### config.mk
export PLATFORM = sky130hd
export DESIGN_NAME = smoke_bfm_mc
export DESIGN_NICKNAME = d
export VERILOG_FILES = /design/src/rtl/smoke_bfm_mc_pkg.sv /design/src/rtl/smoke_bfm_mc_fifo.sv /design/src/rtl/smoke_bfm_mc.sv
export SDC_FILE = /design/constraint.sdc
export NUM_CORES = 1
export LEC_CHECK = 0
export CAP_MARGIN = 20
export CORE_UTILIZATION = 52
export DETAILED_ROUTE_END_ITERATION = 6
export PLACE_DENSITY = 0.69
export SLEW_MARGIN = 20
export SYNTH_ARGS = -nofsm -noshare
export SYNTH_HDL_FRONTEND = slang
export SYNTH_SLANG_ARGS = --single-unit
### constraint.sdc
create_clock -name clock -period 3.4 [get_ports clock]
set_input_delay 1.02 -clock clock [delete_from_list [all_inputs] [get_ports clock]]
set_output_delay 1.02 -clock clock [all_outputs]
set_load 0.01 [all_outputs]
### src/rtl/smoke_bfm_mc_pkg.sv
// Shared constants and helpers for the multi-channel smoke increment BFM.
package smoke_bfm_mc_pkg;

  localparam int DEF_DATA_WIDTH   = 32;
  localparam int DEF_NUM_CHANNELS = 2;
  localparam int DEF_FIFO_DEPTH   = 4;
  localparam int DEF_LATENCY      = 3;
  localparam int DEF_ID_WIDTH     = 8;
  localparam int DEF_INC_STEP     = 1;

  // A single channel still needs a one-bit select field.
  function automatic int chan_width(input int n);
    return (n > 1) ? $clog2(n) : 1;
  endfunction

endpackage

### src/rtl/smoke_bfm_mc_fifo.sv
// Single-channel synchronous FIFO holding {id, data} request entries.
module smoke_bfm_mc_fifo #(
  parameter int WIDTH = 40,
  parameter int DEPTH = 4
) (
  input  logic                     clock,
  input  logic                     reset_n,
  input  logic                     push,
  input  logic                     pop,
  input  logic [WIDTH-1:0]         wdata,
  output logic [WIDTH-1:0]         rdata,
  output logic                     full,
  output logic                     empty,
  output logic [$clog2(DEPTH):0]   level
);

  localparam int AW = $clog2(DEPTH);

  logic [WIDTH-1:0] mem_q [DEPTH];
  logic [WIDTH-1:0] mem_d [DEPTH];
  logic [AW-1:0]    wr_ptr_q, wr_ptr_d;
  logic [AW-1:0]    rd_ptr_q, rd_ptr_d;
  logic [AW:0]      level_q, level_d;

  always_comb begin
    mem_d    = mem_q;
    wr_ptr_d = wr_ptr_q;
    rd_ptr_d = rd_ptr_q;
    level_d  = level_q;
    if (push) begin
      mem_d[wr_ptr_q] = wdata;
      wr_ptr_d        = wr_ptr_q + 1'b1;
    end
    if (pop) begin
      rd_ptr_d = rd_ptr_q + 1'b1;
    end
    if (push && !pop) begin
      level_d = level_q + 1'b1;
    end else if (pop && !push) begin
      level_d = level_q - 1'b1;
    end
  end

  always_ff @(posedge clock or negedge reset_n) begin
    if (!reset_n) begin
      mem_q    <= '{default: '0};
      wr_ptr_q <= '0;
      rd_ptr_q <= '0;
      level_q  <= '0;
    end else begin
      mem_q    <= mem_d;
      wr_ptr_q <= wr_ptr_d;
      rd_ptr_q <= rd_ptr_d;
      level_q  <= level_d;
    end
  end

  assign rdata = mem_q[rd_ptr_q];
  assign full  = (level_q == (AW+1)'(DEPTH));
  assign empty = (level_q == '0);
  assign level = level_q;

endmodule

### src/rtl/smoke_bfm_mc.sv
// Multi-channel increment BFM: per-channel FIFOs, round-robin arbiter, fixed-latency pipeline.
// Optional per-channel response counters on stat_count when SMOKE_BFM_MC_STATS_EN is defined.
module smoke_bfm_mc
  import smoke_bfm_mc_pkg::*;
#(
  parameter int DATA_WIDTH   = DEF_DATA_WIDTH,
  parameter int NUM_CHANNELS = DEF_NUM_CHANNELS,
  parameter int FIFO_DEPTH   = DEF_FIFO_DEPTH,
  parameter int LATENCY      = DEF_LATENCY,
  parameter int ID_WIDTH     = DEF_ID_WIDTH,
  parameter int INC_STEP     = DEF_INC_STEP
) (
  input  logic                                            clock,
  input  logic                                            reset_n,
  input  logic                                            req_valid,
  output logic                                            req_ready,
  input  logic [chan_width(NUM_CHANNELS)-1:0]             req_chan,
  input  logic [ID_WIDTH-1:0]                             req_id,
  input  logic [DATA_WIDTH-1:0]                           req_data,
  output logic                                            rsp_valid,
  input  logic                                            rsp_ready,
  output logic [chan_width(NUM_CHANNELS)-1:0]             rsp_chan,
  output logic [ID_WIDTH-1:0]                             rsp_id,
  output logic [DATA_WIDTH-1:0]                           rsp_data,
  output logic                                            rsp_wrap,
  output logic                                            err_badchan,
  output logic [NUM_CHANNELS*($clog2(FIFO_DEPTH)+1)-1:0]  chan_level
`ifdef SMOKE_BFM_MC_STATS_EN
  ,
  output logic [NUM_CHANNELS*32-1:0]                      stat_count
`endif
);

  localparam int CW = chan_width(NUM_CHANNELS);
  localparam int LW = $clog2(FIFO_DEPTH) + 1;
  localparam int FW = ID_WIDTH + DATA_WIDTH;

  typedef struct packed {
    logic                  valid;
    logic [CW-1:0]         chan;
    logic [ID_WIDTH-1:0]   id;
    logic [DATA_WIDTH-1:0] data;
    logic                  wrap;
  } stage_t;

  logic [NUM_CHANNELS-1:0] push, pop, full, empty;
  logic [FW-1:0]           rdata [NUM_CHANNELS];
  logic [LW-1:0]           level [NUM_CHANNELS];
  logic                    chan_ok, stall;
  logic                    found_hi, found_any, grant_found;
  logic [CW-1:0]           grant_hi, grant_lo, grant;
  logic [CW-1:0]           ptr_q, ptr_d;
  logic [FW-1:0]           grant_entry;
  logic [DATA_WIDTH:0]     sum;
  stage_t                  pipe_q [LATENCY];
  stage_t                  pipe_d [LATENCY];
  logic                    err_q, err_d;

  assign chan_ok = (int'(req_chan) < NUM_CHANNELS);
  assign stall   = pipe_q[LATENCY-1].valid && !rsp_ready;

  // Out-of-range channels are always accepted so the caller never blocks on them.
  always_comb begin
    req_ready = 1'b1;
    push      = '0;
    for (int i = 0; i < NUM_CHANNELS; i++) begin
      if (chan_ok && (req_chan == CW'(i))) begin
        req_ready = !full[i];
        push[i]   = req_valid && !full[i];
      end
    end
  end

  for (genvar g = 0; g < NUM_CHANNELS; g++) begin : g_chan
    smoke_bfm_mc_fifo #(
      .WIDTH (FW),
      .DEPTH (FIFO_DEPTH)
    ) u_fifo (
      .clock   (clock),
      .reset_n (reset_n),
      .push    (push[g]),
      .pop     (pop[g]),
      .wdata   ({req_id, req_data}),
      .rdata   (rdata[g]),
      .full    (full[g]),
      .empty   (empty[g]),
      .level   (level[g])
    );
  end

  // Lowest non-empty channel above the pointer wins, else the lowest overall.
  always_comb begin
    found_hi  = 1'b0;
    found_any = 1'b0;
    grant_hi  = '0;
    grant_lo  = '0;
    for (int i = NUM_CHANNELS - 1; i >= 0; i--) begin
      if (!empty[i]) begin
        if (CW'(i) > ptr_q) begin
          found_hi = 1'b1;
          grant_hi = CW'(i);
        end
        found_any = 1'b1;
        grant_lo  = CW'(i);
      end
    end
    grant_found = found_any;
    grant       = found_hi ? grant_hi : grant_lo;
  end

  always_comb begin
    grant_entry = '0;
    pop         = '0;
    ptr_d       = ptr_q;
    for (int i = 0; i < NUM_CHANNELS; i++) begin
      if (grant_found && (grant == CW'(i))) begin
        grant_entry = rdata[i];
        pop[i]      = !stall;
      end
    end
    if (grant_found && !stall) begin
      ptr_d = grant;
    end
  end

  always_comb begin
    sum    = {1'b0, grant_entry[DATA_WIDTH-1:0]} + (DATA_WIDTH+1)'(INC_STEP);
    pipe_d = pipe_q;
    if (!stall) begin
      pipe_d[0] = '0;
      if (grant_found) begin
        pipe_d[0].valid = 1'b1;
        pipe_d[0].chan  = grant;
        pipe_d[0].id    = grant_entry[FW-1:DATA_WIDTH];
        pipe_d[0].data  = sum[DATA_WIDTH-1:0];
        pipe_d[0].wrap  = sum[DATA_WIDTH];
      end
      for (int s = 1; s < LATENCY; s++) begin
        pipe_d[s] = pipe_q[s-1];
      end
    end
  end

  assign err_d = req_valid && !chan_ok;

  always_ff @(posedge clock or negedge reset_n) begin
    if (!reset_n) begin
      ptr_q  <= CW'(NUM_CHANNELS - 1);
      pipe_q <= '{default: '0};
      err_q  <= 1'b0;
    end else begin
      ptr_q  <= ptr_d;
      pipe_q <= pipe_d;
      err_q  <= err_d;
    end
  end

  assign rsp_valid   = pipe_q[LATENCY-1].valid;
  assign rsp_chan    = pipe_q[LATENCY-1].chan;
  assign rsp_id      = pipe_q[LATENCY-1].id;
  assign rsp_data    = pipe_q[LATENCY-1].data;
  assign rsp_wrap    = pipe_q[LATENCY-1].wrap;
  assign err_badchan = err_q;

  always_comb begin
    chan_level = '0;
    for (int i = 0; i < NUM_CHANNELS; i++) begin
      chan_level[i*LW +: LW] = level[i];
    end
  end

`ifdef SMOKE_BFM_MC_STATS_EN
  logic [31:0] stat_q [NUM_CHANNELS];
  logic [31:0] stat_d [NUM_CHANNELS];

  always_comb begin
    stat_d = stat_q;
    for (int i = 0; i < NUM_CHANNELS; i++) begin
      if (rsp_valid && rsp_ready && (rsp_chan == CW'(i))) begin
        stat_d[i] = stat_q[i] + 32'd1;
      end
    end
  end

  always_ff @(posedge clock or negedge reset_n) begin
    if (!reset_n) begin
      stat_q <= '{default: '0};
    end else begin
      stat_q <= stat_d;
    end
  end

  always_comb begin
    stat_count = '0;
    for (int i = 0; i < NUM_CHANNELS; i++) begin
      stat_count[i*32 +: 32] = stat_q[i];
    end
  end
`else
  // Counter build option off: no per-channel response statistics.
`endif

endmodule

Figure 1. M1 wires (run 1).
Bar = 50 um. Supply wires on this layer in gray. Cells faint in the background.
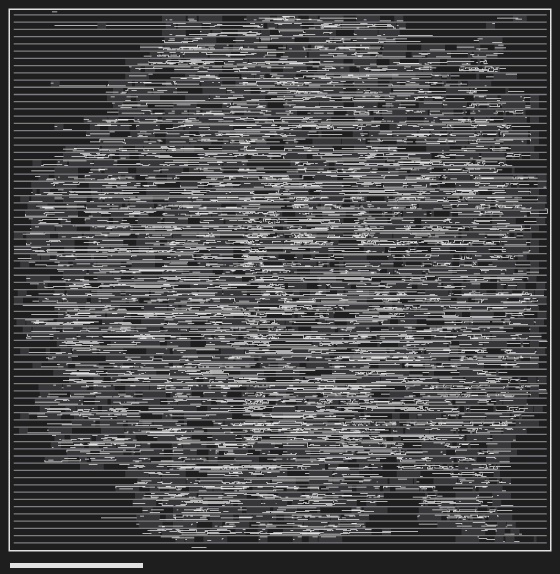
wire length on this layer = 21.6 mm
longest straight run = 62.1 um
share of all routed wire = 47%
nets with wire on the layer = 1,571
main direction = horizontal
overall via count from detail_route: 12,700
met1 track demand over resource: 0.354

Figure 2. Layout detail (run 1).
Bar = 10 um. Region (82, 41) to (122, 81) um. Cells in gray, sequential cells in the stronger gray; small squares are vias.
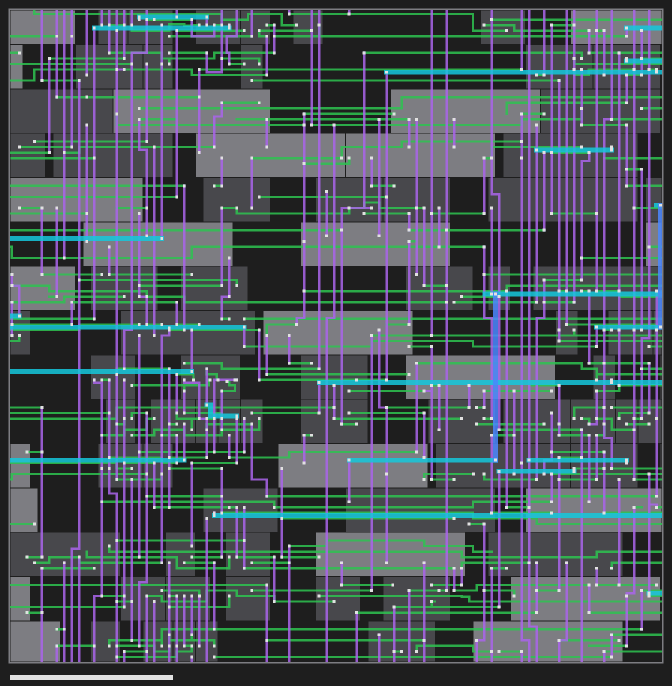
blue -> M4
cyan -> M3
purple -> M2
green -> M1
cells with their middle in the window = 76
most frequent = mux2_2 (16), dfrtp_1 (14), nand3_1 (9)
netlist names of flops here include = `g_chan.u_fifo.mem_q` (14), `g_chan.u_fifo.rd_ptr_q` (1)
sequential cells in the window = 15

Figure 3. The metal 2 layer (run 1).
Bar = 50 um. Cells faint in the background.
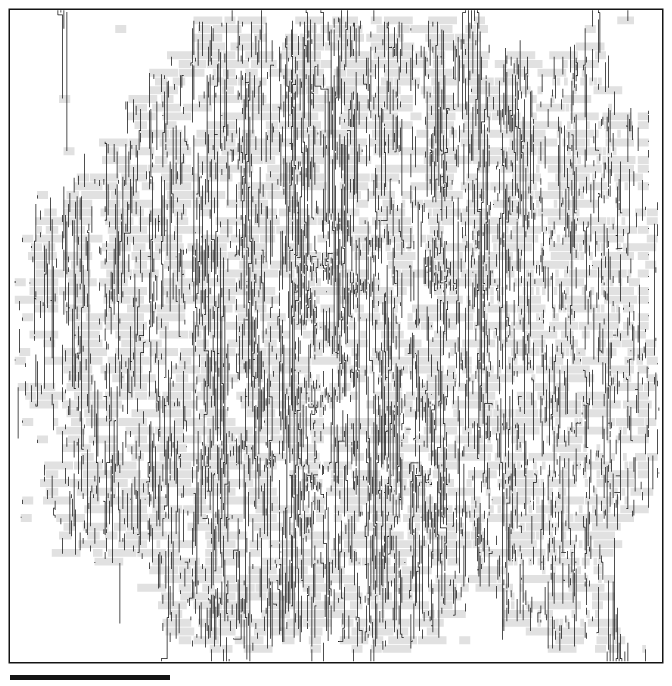
nets with wire on the layer = 1,526
main direction = vertical
longest straight run = 83.3 um
share of all routed wire = 47%
wire length on this layer = 21.6 mm
GR Layer Usage met2: 0.360
routed wire length: 46,100 um

Figure 4. Cells by drive strength (run 1).
Bar = 50 um.
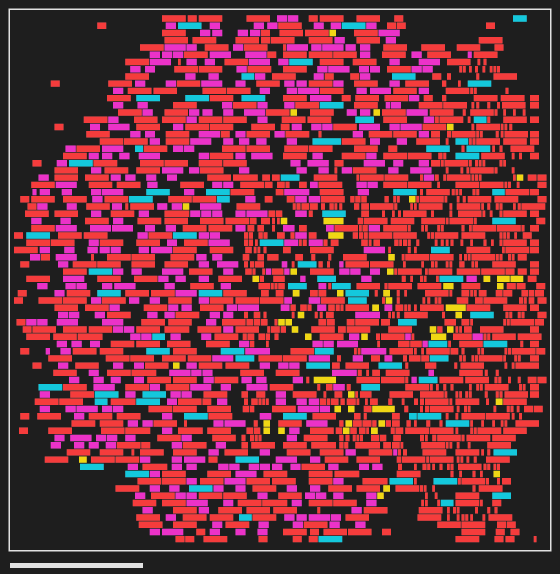
yellow -> x3 and x4  # cells 53, share 3.1%, most used buf_4
cyan -> x6 and larger  # cells 78, share 4.6%, most used clkbuf_16
red -> x1 and smaller  # cells 1,129, share 67%, most used dfrtp_1
magenta -> x2  # cells 427, share 25%, most used mux2_2
final design instance area without fill: 0.0240 sq mm
non-clock buffer count: 152

==> Table 3: Implementation characteristics, run 1 <==
Physical design parameters

Parameter                              Value

Run status
  Status    finished, final reports clean

Final layout
  Clock-cell share    0.0621
  Relative area of non-clock buffer cells in the final design    0.0658
  Fraction of area in registers    0.483
  Layout inverter count without the clock tree    7
  Layout clock buffer count    about 70
  Share of post-route cells with drive strength above 1    0.331
  Sequential cell count    464
  Multi-input logic cell count    ~980
  Combinational cell area excluding buffers and inverters    slightly below 0.009 sq mm
  Seq. cell area    between 0.01 and 0.015 sq mm
  Net total in the final layout    ~1,700
  Fillers    3,170
  Finished Core Util    0.604
  ANT cells    0
  Number of standard cells in the final layout excluding fillers    2,212

Clock tree
  Clock edge transition at the registers on the reported setup and hold paths    roughly 0.060 ns
  Maximum buffer depth of the clock tree    3
  Post-CTS setup-driven buffer insertion count    0
  Clock tree sinks    roughly 460
  Master cell of the clock root buffer    clkbuf_16
  Resize count post-CTS    0
  Hold bufs inserted after CTS    0
  Worst-skew pair later-pin latency    about 0.58 ns
  Number of levels in the clock H-tree    2
  TritonCTS buffer count    48

Final timing
  Total count of hold-check failures in the final report    0
  Total negative slack    0 ns
  Worst slew margin    0.516
  Fin Clk Skew    0.0208 ns
  Post-route clock period utilization    0.972

Critical path
  Arrival time reported for the critical path endpoint    about 2.3 ns
  Setup slack, reg-to-reg    about 0.22 ns
  Crit path launch type    primary input
  Worst setup path category    in -> out

Die
  Placeable core area    around 0.04 sq mm
  Floorplan die width    approximately 200 um
  Effective utilization at floorplan    0.528
  Vertical die size    203 um

Route
  Antenna violation net count after detailed routing    0
  DRC viols    0
  DRC violation total after the first TritonRoute iteration    ~750
  Drt first pass iters    7

Global route
  Number of global-route vias before repair    ~13,000
  Maximum number of pins on one net before global-route repair    79
  Global-route wire length before repair    roughly 75,000 um
  GRT Total Usage    0.235

Synthesis
  Proportion of synthesized chip area in sequential cells    0.552
  EDFF count, synth    0
  Synth warn    0
  Cells after Synth    1,586
  Registers, synthesis    around 460

Placed design
  Final weighted congestion in routability-driven placement    roughly 0.83
  Placement-stage cell area    roughly 0.023 sq mm
  Pre-CTS setup slack    around 0.093 ns
  Port Buffers    ~94

Pwr
  Power density cells    1020 mW/mm^2
  Peak supply drop    between 0.0005 and 0.0006 V

Job
  # Max-Cap Violations    0
  Tool Warnings    32
run 1: worst max-delay path, stage by stage:
cell	delay, ns
clkdlybuf4s50_1	0.52
nor2b_1	0.06
a31oi_1	0.14
clkdlybuf4s50_1	0.55
run 1: per-stage QoR:
stage	hold WS (ns)	power, mW
floorplan	0.430	16.5
global placement	0.445	19.2
detailed placement	0.451	19.6
CTS	0.353	24.6
global route	0.383	26.0
finish	0.360	24.5
run 1: Yosys cell counts, types with 11 or more instances:
master    instances  area [sq um]
nand3_1          32           160
ha_1             11           138
buf_4            50           375
xnor2_1          27           236
nand2_1         345          1290
clkbuf_1         56           210
mux2_2          322          3630
mux4_1           14           368
mux4_2           66          1490
o21ai_0          25           125
dfrtp_1         463         11600
o211ai_1         24           180
run 1: sequential cells by signal, indices dropped and copies added (netlist names):
signal,count
rsp_data,32
rsp_wrap,1
rsp_id,8
rsp_valid,1
ptr_q,1
pipe_q,86
g_chan.u_fifo.rd_ptr_q,4
rsp_chan,1
g_chan.u_fifo.wr_ptr_q,4
g_chan.u_fifo.level,6
g_chan.u_fifo.mem_q,320
run 1: placed cells by master, fill, tap and decap left out, types with 6 or more instances in the layout:
cell / count
nand2_2: 8
dfrtp_1: 459
xnor2_1: 27
clkdlybuf4s50_1: 93
clkinv_2: 6
mux2i_1: 8
a22o_1: 9
nand2_1: 337
clkbuf_1: 13
xor2_1: 10
o21ai_0: 24
nor2_1: 9
buf_12: 16
mux4_1: 14
inv_1: 7
mux2_2: 322
clkbuf_8: 9
o211ai_1: 24
clkbuf_16: 49
o21ai_1: 9
nand3_1: 32
ha_1: 11
a222oi_1: 6
mux4_2: 66
buf_4: 42
run 1: per-layer routing:
metal / part of all wire / up-vias / GRT usage
li1: - / 5716 / -
met1: 0.47 / 6626 / 0.354
met2: 0.47 / 287 / 0.360
met3: 0.046 / 51 / 0.0350
met4: 0.015 / 0 / 0.0553
met5: 0 / - / 0
run 1: kinds of logic after synthesis:
| kind of cell | after synthesis | synth area share |
|---|---|---|
| simple gates | 424 | 0.0890 |
| compound gates | 97 | 0.0329 |
| flops | 464 | 0.552 |
| buf+inv | 140 | 0.0378 |
| xor+xnor | 37 | 0.0154 |
| other cells | 1 | 0.000178 |
| fa+ha+maj | 13 | 0.00844 |
| mux | 410 | 0.264 |
run 1: where the power goes:
| group | leakage [nW] | total, mW | switching [mW] | internal [mW] |
|---|---|---|---|---|
| Sequential | 5.67 | 9.69 | 1.48 | 8.21 |
| Clock | 0.735 | 5.00 | 2.09 | 2.91 |
| Combinational | 4.33 | 9.79 | 4.64 | 5.15 |
| Total | 10.7 | 24.5 | 8.21 | 16.3 |
run 1: worst max-delay path by stage:
stage | end | cells past startpoint | slack [ns] | start
floorplan | g_chan[0].u_fifo.level[2]$_DFFE_PN0P_ | 7 | 0.64 | req_chan
global placement | req_ready | 4 | 0.06 | req_chan
detailed placement | req_ready | 4 | 0.09 | req_chan
CTS | req_ready | 4 | 0.09 | req_chan
global route | pipe_q[118]$_DFFE_PN0N_ | 9 | 0.01 | g_chan[0].u_fifo.level[0]$_DFFE_PN0P_
finish | req_ready | 4 | 0.1 | req_chan
Figure 5. Routing congestion (run 1).
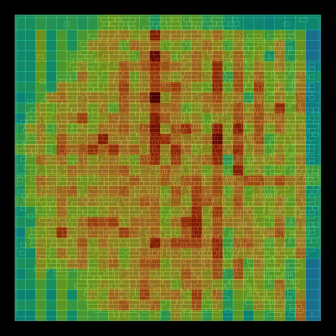

==> run 2, diff against run 1 <==
clock period = 3.88 ns   (was 3.4 ns; I/O delays follow)
Figure 6. Routing congestion (run 2).
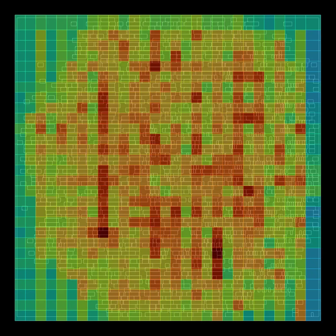
mean routed wirelength per cell: 21.0 um
GRT Total Usage: 0.238
GR Layer Usage met2: 0.378
met1 track demand over resource: 0.343

Figure 7. M1 wires (run 2).
Bar = 50 um. Supply wires on this layer in gray. Cells faint in the background.
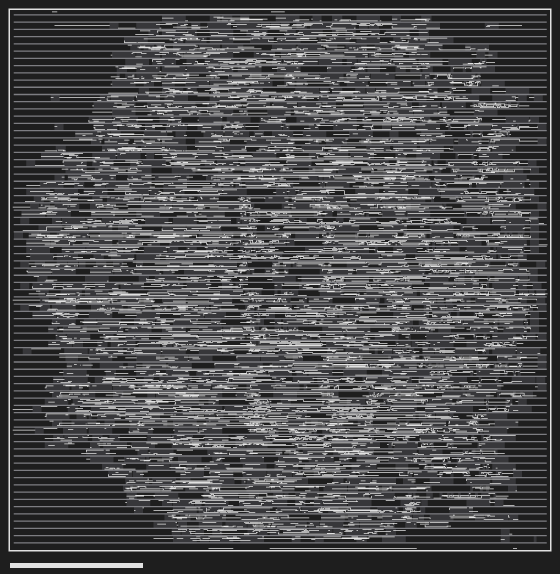
main direction = horizontal
longest straight run = 63.5 um
nets with wire on the layer = 1,560
wire length on this layer = 21.2 mm
routed wire length: 46,500 um
overall via count from detail_route: 12,600

==> run 2 against run 1 <==
Flip-flop count unchanged. Non-clock buffer count down 4. Worst hold slack better by 0.098 ns. Cell count about the same. Total power down 13%. Core utilization down 0.40 points. Count of clock-buffer cells in the layout up 1. Synthesized cell count unchanged. Routed wire length up 0.87%. Clock power down 12%. Global-route usage up 0.33 points. First-iteration DRC count down 3.3%.
==> Table 3: Implementation characteristics, run 2 <==
Physical design parameters

Parameter                              Value

Clock tree
  Clock edge transition at the registers on the reported setup and hold paths    0.06 ns (about the same)
  Worst-skew pair later-pin latency    0.58 ns (about the same)
  Number of levels in the clock H-tree    2 (unchanged)
  Clock tree sinks    464 (unchanged)
  Master cell of the clock root buffer    clkbuf_16
  Post-CTS setup-driven buffer insertion count    0 (unchanged)
  Hold bufs inserted after CTS    0 (unchanged)
  Resize count post-CTS    0 (unchanged)
  TritonCTS buffer count    47 (-2.1%)
  CTS tree    built
  Maximum buffer depth of the clock tree    3 (unchanged)

Placed design
  Placement-stage cell area    0.0224 sq mm (-0.69%)
  Post-placement cell count    2,126
  HPWL Detailed    29,200 um
  Pre-CTS setup slack    0.226 ns (+0.132 ns)
  Final weighted congestion in routability-driven placement    0.838 (+1.1%)
  Port Buffers    94 (unchanged)

Final layout
  Area growth syn-to-layout    13.6%
  Flip-flop count of the largest register, all copies and words added    320 (unchanged)
  Share of post-route cells with drive strength above 1    0.330 (-0.00119)
  Most common cell after layout, fill and taps aside    dfrtp_1
  Most common logic cells in the final layout    dfrtp_1 (459), nand2_1 (337), mux2_2 (322)
  Net total in the final layout    1,708 (-0.29%)
  Number of standard cells in the final layout excluding fillers    2,210 (-0.090%)
  Finished Core Util    0.600 (-0.00399)
  Largest register by flop count    g_chan.u_fifo.mem_q
  Final design instance area without fill    0.0239 sq mm (-0.66%)

Die
  Floorplan row count    73
  Effective utilization at floorplan    0.528 (unchanged)
  Overall die area    0.0413 sq mm
  Vertical die size    203 um (unchanged)
  Placeable core area    0.0398 sq mm (unchanged)
  I/O pin count    around 96
  Floorplan die width    203 um (unchanged)

Synthesis
  Library cell occupying the most area in the post-synthesis netlist    dfrtp_1
  Cells after Synth    1,586 (unchanged)
  Synth top cells by count    dfrtp_1 (463), nand2_1 (345), mux2_2 (322)
  Number of standard cells reported by yosys    roughly 1,600
  EDFF count, synth    0 (unchanged)
  Cell area after synthesis    0.0210 sq mm
  Registers, synthesis    464 (unchanged)
  Proportion of synthesized chip area in sequential cells    0.552 (unchanged)
  Distinct cell type count after synthesis    about 58
  Chip area line of the yosys report    about 0.021 sq mm
  Average instance area after synthesis    13.3 sq um
  FFs w/ async S/R, synth    1.00
  Area leader share    0.551 (unchanged)
  Net count entering floorplan    roughly 1,600
  Leading cell type by number of instances after synthesis    dfrtp_1
  Synth warn    0 (unchanged)
  Leading cell types by total area after synthesis    dfrtp_1 (55%), mux2_2 (17%), mux4_2 (7.1%)
  Leading register cell type out of synthesis    dfrtp_1

Hold path
  Cells on Worst Hold Path    1
  End of the worst hold path    rsp_valid$_DFFE_PN0N_
  Beginning of the worst hold path    pipe_q[85]$_DFFE_PN0N_
  Worst hold path class    reg -> reg

Critical path
  Worst setup startpoint    req_chan
  Crit path launch type    primary input
  Critical path cell sequence    clkdlybuf4s50_1, nor2b_1, a31oi_1, clkdlybuf4s50_1
  Crit path largest cell delay    0.56 ns (about the same)
  Arrival time reported for the critical path endpoint    2.47 ns (+0.19 ns)
  Number of cell instances on the worst register-to-register path    7
  Capturing element type of the critical path    output pin
  Largest delay contributor family on the critical path    buffers and inverters
  Critical-path cell with the highest stage delay    clkdlybuf4s50_1
  Destination of the worst register-to-register timing path    pipe_q[109]$_DFFE_PN0N_
  Cell occurring most often along the worst timing path    clkdlybuf4s50_1
  CP Max Fanout    4
  Crit path buffers/inverters    2 (unchanged)
  Worst setup path category    in -> out
  Startpoint of the worst-slack reg-to-reg timing path    g_chan[0].u_fifo.level[2]$_DFFE_PN0P_
  Worst endpoint required time    about 2.7 ns
  Setup slack, reg-to-reg    0.58 ns (+0.36 ns)

Final timing
  Worst slew margin    0.470 (-0.0454)
  Total negative slack    0 ns (unchanged)
  Fin Clk Skew    0.0151 ns (-0.00572 ns)
  Setup repair after global routing missed its margin    no
  Final Slew Violations    0
  Highest achievable clock rate    between 200 and 300 MHz
  Total of endpoints with negative setup slack in the final report    0
  Total count of hold-check failures in the final report    0 (unchanged)
  Shortest clock period the worst path allows after layout    between 3 and 4 ns
  Minimum setup slack in the final design    approximately 0.25 ns
  Worst Tran Pin Value    slightly below 0.8 ns
  Post-route clock period utilization    0.937

Route
  Drt first pass iters    5 (-2)
  DRC viols    0 (unchanged)
  Detail-routed via count per cell    between 5 and 6
  Antenna violation net count after detailed routing    0 (unchanged)
  DRC violation total after the first TritonRoute iteration    728 (-3.3%)

Run status
  Status    finished, final reports clean

Global route
  Maximum number of pins on one net before global-route repair    95 (+20%)
  Global route overflow    0
  Number of antenna violations at the first check in global routing    1
  Number of global-route vias before repair    13,100 (+1.2%)
  Global-route wire length before repair    75,800 um (+0.87%)

Pwr
  Static leakage    between 10 and 15 nW
  Power density cells    894 mW/mm^2 (-12%)
  Peak supply drop    0.000408 V (-25%)

Job
  Tool Warnings    32 (unchanged)
  # Max-Cap Violations    0 (unchanged)
run 2: cell counts after synthesis:
No cell type changed its count.
run 2: layout make-up:
type	count	area (sq um)
Sequential cell	464	11600
Multi-Input combinational cell	982	8670
Tap cell	525	657
Antenna cell	1	2.50
Timing Repair Buffer	148	1430
Fill cell	3165	15900
Inverter	7	26.3
Clock buffer	72	1400
Clock inverter	11	91.3
run 2: stage by stage:
step / hold slack (ns) / power [mW]
final: 0.458 / 21.4
after global routing: 0.484 / 22.7
after CTS: 0.467 / 21.5
after detailed placement: 0.455 / 17.0
after global placement: 0.441 / 16.7
after floorplan: 0.430 / 14.5
run 2: logic make-up (layout without fill, tap and decap cells):
logic type,count (synthesis),count (layout),share of synthesized area
and+or+nand+nor,424,424,0.0890
buffers and inverters,140,238,0.0378
other,1,2,0.000178
muxes,410,410,0.264
adders and majority gates,13,13,0.00844
AOI/OAI and AO/OA,97,97,0.0329
DFF,464,464,0.552
xor gates and xnor gates,37,37,0.0154
run 2: how the worst max path moves through the flow:
stage / endpoint / cells after the start
6_report: req_ready / 4
5_1_grt: req_ready / 4
4_1_cts: req_ready / 4
3_5_place_dp: req_ready / 4
3_3_place_gp: req_ready / 4
2_1_floorplan: g_chan[0].u_fifo.level[2]$_DFFE_PN0P_ / 7
run 2: per-layer routing:
metal	GRT usage	vias up	wire, um
met5	0	-	0
met4	0.0701	0	924
met3	0.0355	67	2250
met2	0.378	291	22100
met1	0.343	6583	21200
li1	-	5708	-
run 2: power breakdown:
group,internal [mW],switching [mW],leakage (nW),total [mW]
Clock,2.55,1.85,0.742,4.40
Combinational,4.47,3.96,4.25,8.43
Sequential,7.19,1.34,5.67,8.53
Total,14.2,7.15,10.7,21.4
Power and IR drop assume default switching activity.
